cell_density.png
8 x 8 tiles, from white (low) to dark blue (high), 0 to 100% covered.
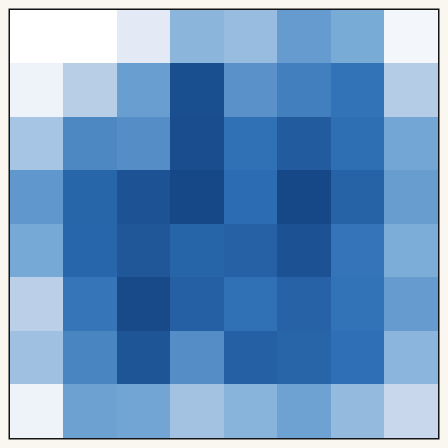
sizes.png
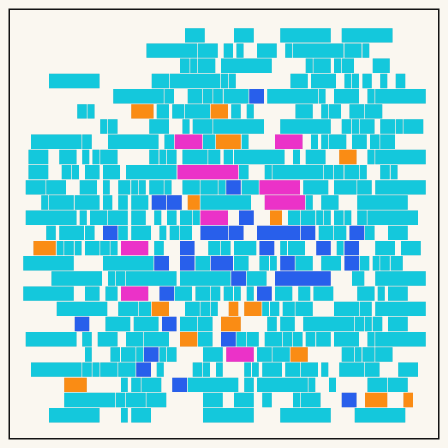
io_placement.png
Scale bar: 20 um. Pins as bars across the die edge, other pins in grey.
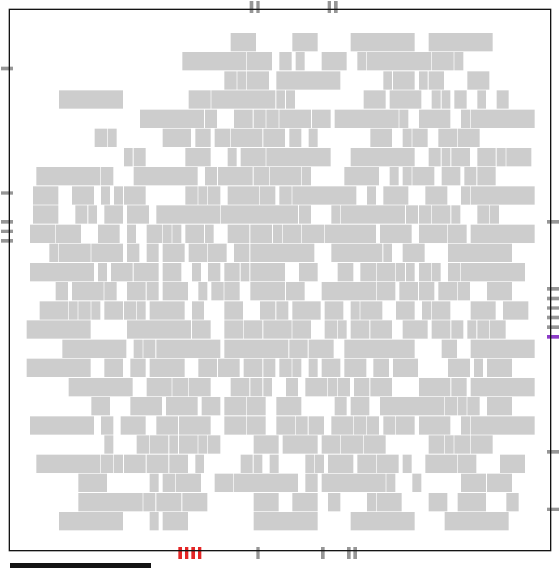
placement.png
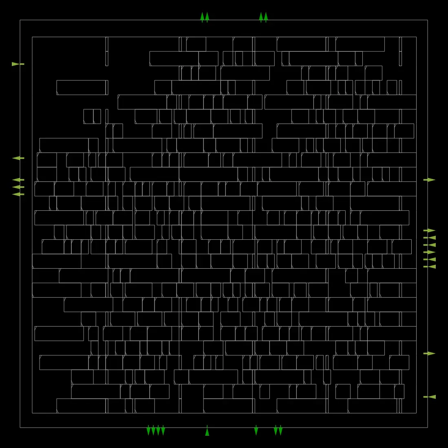
detail.png
Region (47, 47) to (67, 67) um. Cells in grey, sequential cells in the stronger grey; small squares are vias.
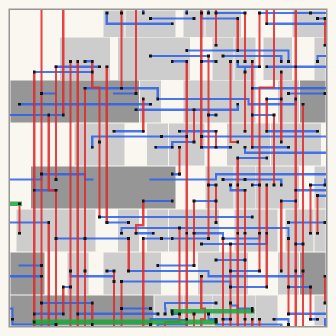
File: src/rtl/countdown_pkg.sv
// Shared definitions for the countdown timer: FSM encoding, BCD limits and the
// two-digit BCD pair type used for minutes and seconds.
package countdown_pkg;

  typedef logic [7:0] bcd_pair_t;

  localparam logic [1:0] ST_SET   = 2'd0;
  localparam logic [1:0] ST_RUN   = 2'd1;
  localparam logic [1:0] ST_PAUSE = 2'd2;
  localparam logic [1:0] ST_DONE  = 2'd3;

  localparam logic [3:0] BCD_DIGIT_MAX = 4'd9;
  localparam logic [3:0] BCD_SEC_T_MAX = 4'd5;
  localparam bcd_pair_t  BCD_ZERO      = 8'h00;
  localparam bcd_pair_t  SEC_MAX_BCD   = {BCD_SEC_T_MAX, BCD_DIGIT_MAX};

  // Convert a plain decimal 0..99 into a packed two-digit BCD value.
  function automatic bcd_pair_t to_bcd(input int unsigned v);
    to_bcd = {4'(v / 10), 4'(v % 10)};
  endfunction

endpackage

File: src/rtl/bcd_pair_cnt.sv
// Two-digit BCD register with load, increment wrapping at MAX_BCD back to 00,
// and decrement that wraps 00 to MAX_BCD while flagging a borrow.
module bcd_pair_cnt
  import countdown_pkg::*;
#(
  parameter bcd_pair_t MAX_BCD = 8'h59
) (
  input  logic      clk,
  input  logic      rst_n,
  input  logic      load,
  input  bcd_pair_t load_val,
  input  logic      inc,
  input  logic      dec,
  output bcd_pair_t q,
  output logic      borrow
);

  bcd_pair_t q_inc;
  bcd_pair_t q_dec;

  always_comb begin
    if (q == MAX_BCD)
      q_inc = BCD_ZERO;
    else if (q[3:0] == BCD_DIGIT_MAX)
      q_inc = {q[7:4] + 4'd1, 4'd0};
    else
      q_inc = {q[7:4], q[3:0] + 4'd1};

    if (q == BCD_ZERO)
      q_dec = MAX_BCD;
    else if (q[3:0] == 4'd0)
      q_dec = {q[7:4] - 4'd1, BCD_DIGIT_MAX};
    else
      q_dec = {q[7:4], q[3:0] - 4'd1};
  end

  assign borrow = dec && (q == BCD_ZERO);

  always_ff @(posedge clk or negedge rst_n) begin
    if (!rst_n)
      q <= BCD_ZERO;
    else if (load)
      q <= load_val;
    else if (inc)
      q <= q_inc;
    else if (dec)
      q <= q_dec;
  end

endmodule

File: src/rtl/countdown_ctrl.sv
// Countdown timer core: key-driven MM:SS preset, 1 Hz countdown with pause,
// and a timed alarm window once the count reaches 00:00.
//
//   state    | meaning
//   ST_SET   | editing time with the set keys, waiting for start
//   ST_RUN   | counting down on each CE_1HZ
//   ST_PAUSE | countdown frozen, time held
//   ST_DONE  | reached 00:00, alarm window timing out
module countdown_ctrl
  import countdown_pkg::*;
#(
  parameter int unsigned ALARM_TICKS = 10,
  parameter int unsigned MIN_MAX     = 99
) (
  input  logic       CLK,
  input  logic       CLR_N,
  input  logic       CE_1HZ,
  input  logic       KEY_START,
  input  logic       KEY_MIN,
  input  logic       KEY_SEC,
  input  logic       KEY_CLR,
  output logic [3:0] MIN_T,
  output logic [3:0] MIN_O,
  output logic [3:0] SEC_T,
  output logic [3:0] SEC_O,
  output logic       RUNNING,
  output logic       DONE,
  output logic       ALARM
);

  localparam bcd_pair_t MIN_MAX_BCD = to_bcd(MIN_MAX);

  logic [1:0] state, state_nxt;
  bcd_pair_t  min_q, sec_q, preset_min, preset_sec;
  bcd_pair_t  ld_min_val, ld_sec_val;
  logic [7:0] alarm_cnt;
  logic       alarm_q;
  logic       ld, min_inc, sec_inc, sec_dec, sec_borrow;
  logic       save_preset, arm, disarm, tick;
  logic       time_zero, time_one, any_key;

  assign time_zero = (min_q == BCD_ZERO) && (sec_q == BCD_ZERO);
  assign time_one  = (min_q == BCD_ZERO) && (sec_q == 8'h01);
  assign any_key   = KEY_START || KEY_CLR || KEY_MIN || KEY_SEC;

  always_comb begin
    state_nxt   = state;
    ld          = 1'b0;
    ld_min_val  = preset_min;
    ld_sec_val  = preset_sec;
    min_inc     = 1'b0;
    sec_inc     = 1'b0;
    sec_dec     = 1'b0;
    save_preset = 1'b0;
    arm         = 1'b0;
    disarm      = 1'b0;
    tick        = 1'b0;
    case (state)
      ST_SET: begin
        if (KEY_CLR) begin
          ld         = 1'b1;
          ld_min_val = BCD_ZERO;
          ld_sec_val = BCD_ZERO;
        end else if (KEY_START) begin
          if (!time_zero) begin
            save_preset = 1'b1;
            state_nxt   = ST_RUN;
          end
        end else begin
          min_inc = KEY_MIN;
          sec_inc = KEY_SEC;
        end
      end
      ST_RUN: begin
        if (KEY_CLR) begin
          ld        = 1'b1;
          state_nxt = ST_SET;
        end else begin
          sec_dec = CE_1HZ;
          // Reaching 00:00 wins over a simultaneous pause request.
          if (CE_1HZ && time_one) begin
            arm       = 1'b1;
            state_nxt = ST_DONE;
          end else if (KEY_START) begin
            state_nxt = ST_PAUSE;
          end
        end
      end
      ST_PAUSE: begin
        if (KEY_CLR) begin
          ld        = 1'b1;
          state_nxt = ST_SET;
        end else if (KEY_START) begin
          state_nxt = ST_RUN;
        end
      end
      default: begin
        if (any_key) begin
          ld        = 1'b1;
          disarm    = 1'b1;
          state_nxt = ST_SET;
        end else begin
          tick = CE_1HZ && (alarm_cnt != 8'd0);
        end
      end
    endcase
  end

  always_ff @(posedge CLK or negedge CLR_N) begin
    if (!CLR_N) begin
      state      <= ST_SET;
      preset_min <= BCD_ZERO;
      preset_sec <= BCD_ZERO;
      alarm_cnt  <= 8'd0;
      alarm_q    <= 1'b0;
    end else begin
      state <= state_nxt;
      if (save_preset) begin
        preset_min <= min_q;
        preset_sec <= sec_q;
      end
      if (arm) begin
        alarm_cnt <= 8'(ALARM_TICKS);
        alarm_q   <= 1'b1;
      end else if (disarm) begin
        alarm_cnt <= 8'd0;
        alarm_q   <= 1'b0;
      end else if (tick) begin
        alarm_cnt <= alarm_cnt - 8'd1;
        alarm_q   <= (alarm_cnt != 8'd1);
      end
    end
  end

  bcd_pair_cnt #(.MAX_BCD(SEC_MAX_BCD)) u_sec (
    .clk      (CLK),
    .rst_n    (CLR_N),
    .load     (ld),
    .load_val (ld_sec_val),
    .inc      (sec_inc),
    .dec      (sec_dec),
    .q        (sec_q),
    .borrow   (sec_borrow)
  );

  bcd_pair_cnt #(.MAX_BCD(MIN_MAX_BCD)) u_min (
    .clk      (CLK),
    .rst_n    (CLR_N),
    .load     (ld),
    .load_val (ld_min_val),
    .inc      (min_inc),
    .dec      (sec_borrow),
    .q        (min_q),
    .borrow   ()
  );

  assign MIN_T   = min_q[7:4];
  assign MIN_O   = min_q[3:0];
  assign SEC_T   = sec_q[7:4];
  assign SEC_O   = sec_q[3:0];
  assign RUNNING = (state == ST_RUN);
  assign DONE    = (state == ST_DONE);
  assign ALARM   = alarm_q;

endmodule

File: config.mk
export PLATFORM = sky130hd
export DESIGN_NAME = countdown_ctrl
export DESIGN_NICKNAME = d
export VERILOG_FILES = /design/src/rtl/countdown_pkg.sv /design/src/rtl/bcd_pair_cnt.sv /design/src/rtl/countdown_ctrl.sv
export SDC_FILE = /design/constraint.sdc
export NUM_CORES = 1
export LEC_CHECK = 0
export CORE_MARGIN = 2
export CORE_UTILIZATION = 55
export CTS_CLUSTER_DIAMETER = 150
export DETAILED_ROUTE_END_ITERATION = 7
export PLACE_DENSITY = 0.79
export SLEW_MARGIN = 10
export SYNTH_ARGS = -nofsm -noshare
export SYNTH_HDL_FRONTEND = slang
export SYNTH_SLANG_ARGS = --single-unit
File: constraint.sdc
create_clock -name CLK -period 2.8 [get_ports CLK]
set_input_delay 0.56 -clock CLK [delete_from_list [all_inputs] [get_ports CLK]]
set_output_delay 0.56 -clock CLK [all_outputs]
set_load 0.02 [all_outputs]
==> notes.md <==
This memo summarizes the results of the implementation run.

Global routing
After global routing, the most crowded layer is met2. The global router's overall resource usage is 26.8%. The number of global-route vias before repair is 2662. The number of antenna violations at the first check in global routing is 0. The first-pass GRT wire length is roughly 13 mm.

Layout
0 antenna diodes ended up in the layout. Summing all flip-flop and latch instances after layout gives approximately 1100 sq um. Cells fill 69.0% of the core in the end.

The post-route cell area is 3520 sq um. The fraction of area in non-clock buffers is 13.8%. The total of plain and repair buffers excluding clock buffers is 54.

The number of clock buffer instances in the layout is 6. The clock-cell share of area is 3.34%. The share of final-layout standard cells stronger than drive strength 1 is 15.1%. Multi-input logic gates represent a cell area share of 47.7%.

Critical path
The number of buffers and inverters on the critical path is 2. Traced cell by cell, the critical path runs through nand2_1 -> inv_1 -> clkdlybuf4s50_1. The data arrival at the endpoint of the critical path is 2.08 ns. OpenSTA lists the critical path startpoint as state[0]. The endpoint of the worst-slack reg-to-reg timing path is preset_sec[3].

Data on the critical path is required at its endpoint by 2.24 ns. The total number of cells along the worst setup path is 3.

Pwr
The group that draws the most power in this run is combinational logic. In this run, power in the clock network comes to 512 uW. Looking at the VDD voltage map, the peak drop is 418 uV.

Synthesis
Post-synthesis, Yosys gives the total cell area as 2900 sq um. Counting flops with a built-in enable in the synthesized netlist gives 0. In the synthesized netlist, the cells that appear most often are dfrtp_1 (43), nand2_1 (33), o21ai_0 (27), nor2_1 (24), inv_1 (20).

The synthesized-area fraction occupied by ao, oa, aoi and oai cells is 23.9%. Sequential cells were found to cover 37.1% of the synthesized design area. Synthesis produced a netlist whose cell count is 322. Summing every instance area after synthesis gives roughly 2900 sq um.

The leading area contributor after synthesis is dfrtp_1. After Yosys synthesis, and, or, nand and nor cells account for approximately 23% of the synthesized area.

Floorplan
The number of primary I/O pins is 26.

Route
The met2 routed wirelength is 3.38 mm. The total via count after detailed routing is 2699. The top layer used by detailed routing is met4.

Detailed-route iteration 0 reported a violation count of around 220. The residual antenna-violating net count after detailed routing is 0.

Clock tree
The deepest clock path buffer count is 2. The total CTS buffers is 5. At the later pin of the worst-skew pair, clock insertion delay measures around 0.30 ns. CTS placed an instance of clkbuf_8 at the clock tree root.

STA
The highest clock rate this design can be run at is 379 MHz. The worst clock skew on the final layout is 0.00954 ns.

Status
The run finished with clean final reports.

Placed design
The post-detailed-placement half-perimeter wirelength is 5.25 mm.

Flow run
The count of maximum capacitance violations is 0. The number of logged tool warnings is 36.
Back to the opening pictures, cell_density.png:
mean over tiles: 59%
tiles over 75% full: 31%
densest ninth of the die: centre
emptiest ninth of the die: north-west
Initial Utilization: 56.8%
area of the core: 5110 sq um

Back to the opening pictures, sizes.png:
legend:
  cyan:
    size: _0 and _1 cells
    cells: 315
    share: 85%
  orange:
    size: _2 cells
    cells: 16
    share: 4.3%
  magenta:
    size: _6 and larger
    cells: 9
    share: 2.4%
  blue:
    size: _3 and _4 cells
    cells: 31
    share: 8.4%

Back to the opening pictures, io_placement.png:
legend:
  purple:
    port: `KEY_SEC`
    pins: 1
    direction: input
    edge: east
  red:
    port: `SEC_O`
    pins: 4
    direction: output
    edge: south
die extent in y: 76.6 um
Die Width: 76.6 um
PortBufs: 25

Back to the opening pictures, placement.png:
number of inserted filler cells in the final layout: 430
tapcell count: 70
number of sequential storage elements: 43
sequential cell area share: 30.5%
count of placed standard cells in the final layout, fillers left out: 441

Back to the opening pictures, detail.png:
legend:
  blue:
    layer: metal 1
  green:
    layer: metal 3
  red:
    layer: metal 2
cells with their middle in the window: 39
sequential cells in the window: 3
netlist names of flops here include: `alarm_cnt` (3)
most frequent: nor2_1 (7), nand2_1 (5)

Power and IR drop assume default switching activity.
